Run 1, floorplan with the power grid:
Bar = 20 µm. Pins as bars on the die edge. Tap cells in grey.
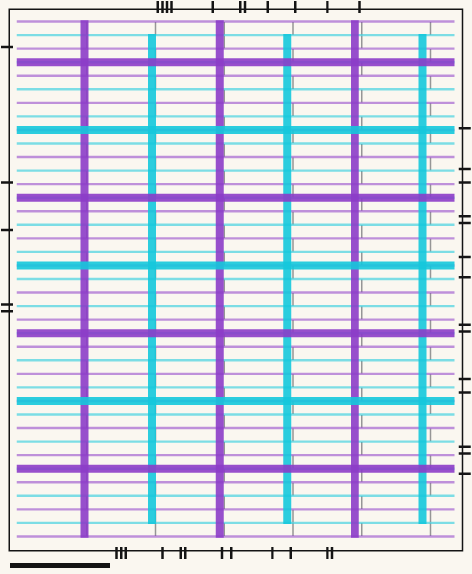
Run 1, sequential cells coloured by netlist name:
Bar = 20 µm.
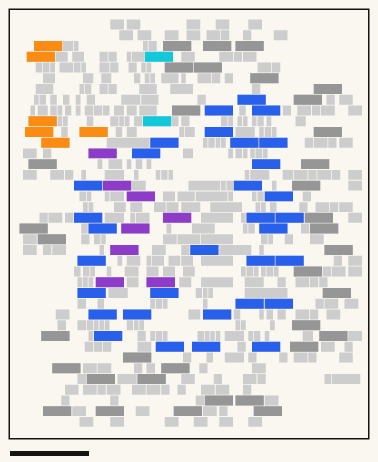
Run 1, placement density heat map:
Bar = 20 µm. The die is cut into 9 by 11 equal tiles; white is low, dark blue is high, 0 to 100% covered.
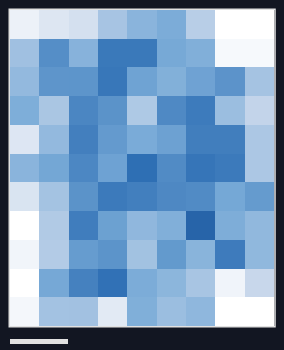
Run 1, placement view:
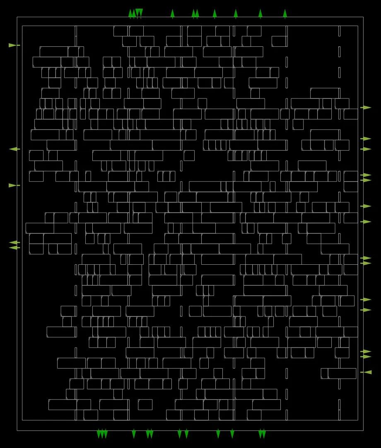
$ cat src/rtl/sb_config_loader.sv
// rtl/sb_config_loader.sv - Serial config frame loader with checksum-gated commit of the switch-box prog word
module sb_config_loader #(
    parameter int PROG_W = 32,
    parameter int CHK_W  = 8
) (
    input  logic              clk,
    input  logic              rst,
    input  logic              cfg_start,
    input  logic              cfg_bit,
    input  logic              cfg_valid,
    output logic              cfg_ready,
    output logic [PROG_W-1:0] prog,
    output logic              prog_valid,
    output logic              cfg_done,
    output logic              cfg_err,
    output logic              busy
);

    localparam int CNT_W = $clog2(PROG_W) + 1;
    localparam int SLICES = PROG_W / CHK_W;

    typedef enum logic [1:0] {
        IDLE   = 2'd0,
        SHIFT  = 2'd1,
        CHK    = 2'd2,
        COMMIT = 2'd3
    } state_t;

    state_t            state;
    logic [PROG_W-1:0] shadow;
    logic [CHK_W-1:0]  rx_chk;
    logic [CNT_W-1:0]  cnt;
    logic              accept;

    function automatic logic [CHK_W-1:0] fold(input logic [PROG_W-1:0] w);
        logic [CHK_W-1:0] r;
        r = '0;
        for (int i = 0; i < SLICES; i++) begin
            r = r ^ w[i*CHK_W +: CHK_W];
        end
        return r;
    endfunction

    // Ready is a pure decode of the state register, never of cfg_valid.
    assign cfg_ready = (state == SHIFT) || (state == CHK);
    assign busy      = (state != IDLE);
    assign accept    = cfg_ready && cfg_valid && !cfg_start;

    always_ff @(posedge clk) begin
        if (rst) begin
            state      <= IDLE;
            prog       <= '0;
            prog_valid <= 1'b0;
            cfg_done   <= 1'b0;
            cfg_err    <= 1'b0;
            shadow     <= '0;
            rx_chk     <= '0;
            cnt        <= '0;
        end else begin
            cfg_done <= 1'b0;
            cfg_err  <= 1'b0;
            case (state)
                IDLE: begin
                    if (cfg_start) begin
                        state <= SHIFT;
                        cnt   <= '0;
                    end
                end
                SHIFT, CHK: begin
                    // A start mid-frame restarts the payload; the bit beside it is dropped.
                    if (cfg_start) begin
                        state <= SHIFT;
                        cnt   <= '0;
                    end else if (accept) begin
                        if (state == SHIFT) begin
                            shadow <= {shadow[PROG_W-2:0], cfg_bit};
                            if (cnt == CNT_W'(PROG_W - 1)) begin
                                state <= CHK;
                                cnt   <= '0;
                            end else begin
                                cnt <= cnt + 1'b1;
                            end
                        end else begin
                            rx_chk <= {rx_chk[CHK_W-2:0], cfg_bit};
                            if (cnt == CNT_W'(CHK_W - 1)) begin
                                state <= COMMIT;
                                cnt   <= '0;
                            end else begin
                                cnt <= cnt + 1'b1;
                            end
                        end
                    end
                end
                COMMIT: begin
                    if (fold(shadow) == rx_chk) begin
                        prog       <= shadow;
                        prog_valid <= 1'b1;
                        cfg_done   <= 1'b1;
                    end else begin
                        cfg_err <= 1'b1;
                    end
                    state <= IDLE;
                end
                default: state <= IDLE;
            endcase
        end
    end

endmodule

$ cat config.mk
export PLATFORM = sky130hd
export DESIGN_NAME = sb_config_loader
export DESIGN_NICKNAME = d
export VERILOG_FILES = /design/src/rtl/sb_config_loader.sv
export SDC_FILE = /design/constraint.sdc
export NUM_CORES = 1
export LEC_CHECK = 0
export CORE_ASPECT_RATIO = 1.2
export CORE_UTILIZATION = 40
export DETAILED_ROUTE_END_ITERATION = 10
export PLACE_DENSITY = 0.57
export SLEW_MARGIN = 20
export SYNTH_ARGS = -nofsm -noshare
export SYNTH_HDL_FRONTEND = slang
export SYNTH_SLANG_ARGS = --single-unit
$ cat constraint.sdc
create_clock -name clk -period 2.72 [get_ports clk]
set_input_delay 0.544 -clock clk [delete_from_list [all_inputs] [get_ports clk]]
set_output_delay 0.544 -clock clk [all_outputs]
set_load 0.02 [all_outputs]
==> deck_impl_summary.md, run 1 <==
Run Summary

Final timing
  – WHS: between 0.4 and 0.5 ns
  – RSZ-0062 raised after global routing: false
  – Slew @ Worst Pin: ~0.46 ns
  – Post-layout min period: 2.419 ns
  – Setup total negative slack: 0 ns
  – Final setup vio count: 0

Critical path
  – WS Path Type: register to primary output
  – Bufs and invs on worst path: 2
  – CP Max Fanout: 8
  – R2R Setup Slk: 0.65 ns
  – Crit end category: primary output
  – Crit path from: state[0]$_SDFFE_PP0P_

Logic synthesis
  – MUX area fraction: 10.61%
  – Area leader, netlist: dfxtp_1
  – Mapped Cells: 405
  – Yosys reg bits: 83
  – Top cells by area, synth: dfxtp_1 44%, mux2i_1 11%, nand2b_1 10%
  – Distinct lib cells used: 38

Finish
  – Largest area class, layout: multi-input combinational cells
  – CLK BUF: 12
  – Clock buf/inv share: about 4.8%

Clock tree
  – Setup Fix Bufs, Post-CTS: 0
  – Root Driver: clkbuf_8

Pwr
  – Clock Power Share: 42.3%
  – P_sw: 0.0004684 W
  – Highest-power group: registers
  – Combinational power: about 0.00010 W
  – Peak supply drop: about 0.25 mV
  – P_leak: ~1.4 nW
  – Pwr Total: 0.002285 W
  – Gate power share: under 10%

Detailed routing
  – M1 WL: 3329 µm
  – Via count: 2732

Outcome
  – Status: finished clean

Global routing
  – Global routing usage on met3: 2.813%
  – Global-route wire length before repair: between 10000 and 15000 µm
  – Initial antenna violation count: 0

Run
  – Tool warnings: 31

Min path
  – Hold EP: cnt[5]$_SDFFE_PP0P_
Back to the opening pictures, 'floorplan with the power grid':
VSS -> purple
VDD -> cyan
rows = 38
met1 rails = 39
met5 straps = 7
met4 straps = 6
tap cells = 120

Back to the opening pictures, 'sequential cells coloured by netlist name':
`rx_chk` -> purple  # flops 8
`state` -> cyan  # flops 2
`shadow` -> blue  # flops 32
`cnt` -> orange  # flops 6, where north-west
not coloured = 35

Back to the opening pictures, 'placement density heat map':
tiles over 75% full = 1.0%
nearly empty tiles = 6.1%
mean over tiles = 44%

Back to the opening pictures, 'placement view':
fin cells: 564
Layout Utilization: 49.39%
Placement Rows: 38
Core Area: 9081 µm²

[run 1: layout by cell type, fill, tap and decap left out, drive strengths merged, types with 2 or more instances in the layout]
master | netlist | routed
nor2 | 20 | 20
xnor3 | 8 | 8
inv | 4 | 4
nor3 | 4 | 4
ha | 5 | 5
nor2b | 3 | 3
a21oi | 38 | 38
nand4 | 2 | 2
mux2i | 40 | 40
or2b | 3 | 3
o21ba | 2 | 2
o22ai | 2 | 2
dfxtp | 83 | 83
clkbuf | 19 | 12
nand3 | 3 | 3
o21ai | 3 | 3
bufinv | 0 | 2
buf | 3 | 7
nor4 | 2 | 2
xnor2 | 16 | 16
nand2 | 69 | 69
nand2b | 62 | 62
and3 | 2 | 2
clkdlybuf4s50 | 0 | 40
==> run 2: changes to the inputs <==
Settings changed: TNS_END_PERCENT set to 100.
Clock period 2.72 ns to 2.88 ns, I/O delays scaled along.
Run 2, placement density heat map:
Bar = 20 µm. The die is cut into 9 by 11 equal tiles; white is low, dark blue is high, 0 to 100% covered.
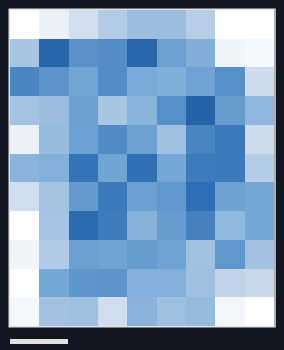
fullest tile = 79%
nearly empty tiles = 6.1%
mean over tiles = 44%

Run 2, floorplan with the power grid:
Bar = 20 µm. Pins as bars on the die edge. Tap cells in grey.
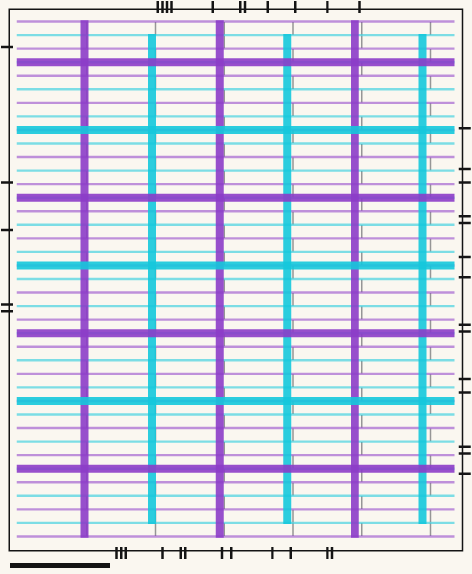
VDD -> cyan
VSS -> purple
met5 straps = 7
tap cells = 120

==> deck_impl_summary.md, run 2 <==
Run Summary

Critical path
  – Crit start category: register
  – CP Max Fanout: 8
  – Crit end category: primary output
  – WS Path Type: register to primary output
  – Bufs and invs on worst path: 2
  – Slowest-stage cell, CP: clkdlybuf4s50_1

Global routing
  – GRT Max-Usage Layer: met2
  – Global routing usage on met3: 2.954%
  – GR met1 Demand/Resource: 18.70%
  – GRT overflow: 0
  – Initial antenna violation count: 0
  – Vias in the first global route: 2601
  – Global-route wire length before repair: 12140 µm

Finish
  – Most frequent logic cell in the layout: dfxtp_1
  – Largest area class, layout: multi-input combinational cells
  – Clock buf/inv share: under 10%
  – Layout area overhead: 17.80%
  – Signal buffers: 47
  – Fin cells: ~570
  – Number of logic inverters in the finished layout: 4
  – Layout Utilization: between 40% and 50%
  – Design area: 4446 µm²
  – Multi-In Gates: 296
  – Seq cells: 83
  – CLK BUF: 12
  – Non-clock buffering overhead: about a tenth
  – Top cells excl fill/tap: 83 x dfxtp_1, 69 x nand2_1, 62 x nand2b_1

Place
  – Placer Congestion: 0.7771
  – Post-DP HPWL: between 4000 and 5000 µm
  – Count of input and output buffers: 41

Final timing
  – RSZ-0062 raised after global routing: false
  – Setup total negative slack: 0 ns
  – Worst Setup Slack, final: 0.4339 ns
  – Post-layout min period: 2.446 ns
  – Slew @ Worst Pin: about 0.46 ns
  – WHS: 0.4739 ns
  – Setup Skew: 0.01022 ns
  – Final setup vio count: 0
  – Hold Vio Cnt, Final: 0

Detailed routing
  – M1 WL: 3228 µm
  – Routed WL per cell: 12.41 µm
  – Routed wire length: 7010 µm
  – DR WL met2: 3441 µm
  – Top layer used by detailed routing: met4
  – Drt via density: 4.798
  – Via count: roughly 2700

Floorplan
  – # IOs: about 42
  – Tap cells: 120
  – Die W: slightly above 90 µm
  – Placement Rows: 38
  – Core Area: ~9000 µm²

Logic synthesis
  – Yosys simple share: between 20% and 30%
  – Synthesis area per yosys: between 3000 and 4000 µm²
  – Adder Share, Synth: 1.658%
  – Post-synth top flop: dfxtp_1
  – Synth top cells by count: 83 x dfxtp_1, 69 x nand2_1, 62 x nand2b_1
  – MUX area fraction: 10.61%
  – Area leader, netlist: dfxtp_1
  – Distinct lib cells used: 38
  – Yosys reg bits: 83
  – Mapped Cells: 405
  – Top cells by area, synth: dfxtp_1 44%, mux2i_1 11%, nand2b_1 10%
  – Floorplan net count: 415
  – Synth Cell Area: 3774 µm²
  – Asr flop ratio synth: 0%

Pwr
  – Pwr Total: 0.002028 W
  – Gate power share: 4.6%
  – Combinational power: 0.0000942 W
  – P_sw: between 0.0004 and 0.0005 W
  – Int Power: 0.001584 W
  – Highest-power group: registers
  – P_leak: 1.418 nW
  – Clock Power Share: 38.6%
  – P_seq: 0.00115 W
  – Share of power burned in registers: a little under three fifths
  – Peak supply drop: 0.2102 mV

Clock tree
  – Root Driver: clkbuf_8
  – Clock Sinks: 83
  – Skew-Pair Late Insertion Delay: about 0.35 ns
  – Setup Fix Bufs, Post-CTS: 0

Outcome
  – Status: finished clean

Run
  – Tool warnings: 31
Run 2, I/O nets highlighted:
Bar = 20 µm.
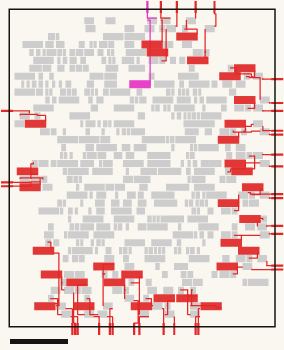
`cfg_done` -> magenta  # direction output, edge north, end cells 1, buffers 1, wire 29.2 µm
`prog` -> red  # direction output, edge 13 east, 12 south, 4 north, 3 west, end cells 32, buffers 32, wire 500 µm

## run 2: cell count changes in the layout (fill, tap and decap cells not counted), sizes merged
cell    change
clkinv      +2
bufinv      -1
## run 2: worst paths after layout
| check | depth (start not counted) | end | startpoint | slack, ns |
|---|---|---|---|---|
| max | 3 | cfg_ready | state[0]$_SDFFE_PP0P_ | 0.43 |
| min | 2 | prog[21]$_SDFFE_PP0P_ | prog[21]$_SDFFE_PP0P_ | 0.47 |
| max reg2reg | 6 | prog[19]$_SDFFE_PP0P_ | shadow[12]$_SDFFE_PP0P_ | 0.80 |
| min reg2reg | 2 | prog[21]$_SDFFE_PP0P_ | prog[21]$_SDFFE_PP0P_ | 0.47 |
==> run 3: changes to the inputs <==
Clock period 2.88 ns to 2.36 ns, I/O delays scaled along.
Run 3, placement density heat map:
Bar = 20 µm. The die is cut into 9 by 11 equal tiles; white is low, dark blue is high, 0 to 100% covered.
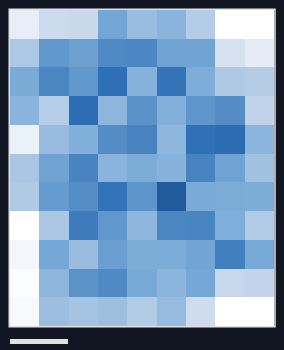
tiles over 75% full = 3.0%
mean over tiles = 44%
nearly empty tiles = 6.1%
fullest tile = 83%

Run 3, sequential cells coloured by netlist name:
Bar = 20 µm.
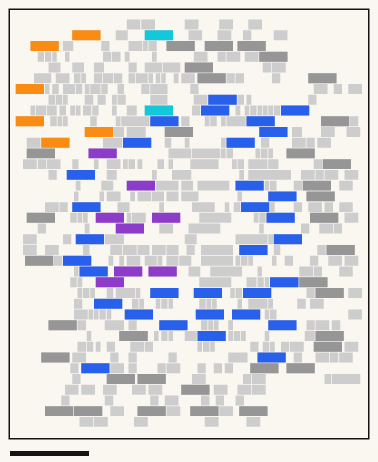
`shadow` -> blue  # flops 32
`state` -> cyan  # flops 2
`rx_chk` -> purple  # flops 8
`cnt` -> orange  # flops 6, where north-west

==> deck_impl_summary.md, run 3 <==
Run Summary

Logic synthesis
  – Yosys reg bits: 83
  – Top cells by area, synth: dfxtp_1 44%, mux2i_1 11%, nand2b_1 10%
  – MUX area fraction: 10.61%
  – Distinct lib cells used: 38
  – Post-synth top flop: dfxtp_1
  – Synth Cell Area: 3774 µm²
  – Synth top cells by count: 83 x dfxtp_1, 69 x nand2_1, 62 x nand2b_1
  – Adder Share, Synth: 1.658%

Final timing
  – Post-layout min period: 2.247 ns
  – WHS: 0.4724 ns
  – Slew @ Worst Pin: 0.4078 ns
  – Setup Skew: slightly below 0.008 ns
  – RSZ-0062 raised after global routing: false

Global routing
  – Vias in the first global route: 2432
  – Initial antenna violation count: 0
  – GR met1 Demand/Resource: a little under a fifth
  – Global routing usage on met3: 2.461%
  – GRT overflow: 0

Floorplan
  – Placement Rows: 38
  – Die W: 90.67 µm

Critical path
  – Worst reg2reg startpoint: shadow[18]$_SDFFE_PP0P_
  – CP Max Fanout: 6
  – Crit end category: primary output
  – Crit path capture: busy
  – Bufs and invs on worst path: 3
  – Slowest-stage cell, CP: clkdlybuf4s50_1
  – CP Depth: 4
  – WS Path Type: register to primary output
  – R2R cell count: 6

Pwr
  – Combinational power: 0.000117 W
  – P_seq: 0.00140 W
  – Peak supply drop: around 0.32 mV
  – P_leak: 1.435 nW
  – Highest-power group: registers
  – P_sw: 0.0005699 W

Finish
  – Fin cells: 567
  – Top cells excl fill/tap: 83 x dfxtp_1, 69 x nand2_1, 62 x nand2b_1
  – Most frequent logic cell in the layout: dfxtp_1

Outcome
  – Status: finished clean

Clock tree
  – Skew-Pair Late Insertion Delay: 0.35 ns

Detailed routing
  – Top layer used by detailed routing: met4
  – Routed WL per cell: 12.41 µm

Run
  – Tool warnings: 31

Min path
  – Hold EP: prog[17]$_SDFFE_PP0P_
Run 3, I/O nets highlighted:
Bar = 20 µm.
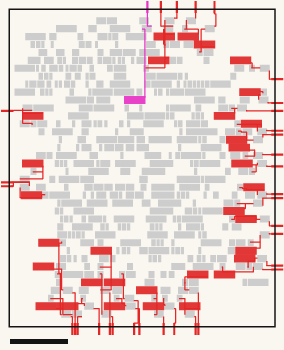
`prog` -> red  # direction output, edge 13 east, 12 south, 4 north, 3 west, end cells 32, buffers 32, wire 531 µm
`cfg_done` -> magenta  # direction output, edge north, end cells 1, buffers 1, wire 31.1 µm

-- run 3: area by class of cell --
class | instances | area share (%)
multi-input cells | 296 | 43.92
flip-flops and latches | 83 | 36.85
repair buffers | 48 | 11.24
well taps | 120 | 3.330
clock buffers | 12 | 3.219
clock inverters | 4 | 1.110
inverters | 4 | 0.3330
-- run 3: what timing repair did --
item                                    CTS  global route
gates resized                             1             0
hold endpoints to repair                  0             0
endpoints found under the setup margin    1             0
-- run 3: kinds of logic (layout without fill, tap and decap cells) --
group	count (synthesis)	count (layout)
AND/OR/NAND/NOR	175	175
multiplexers	40	40
XOR/XNOR	24	24
AND-OR/OR-AND	52	52
buffers and inverters	26	68
adder cells (fa/ha/maj)	5	5
flip-flops	83	83
Power is estimated from default activity; no workload was simulated.
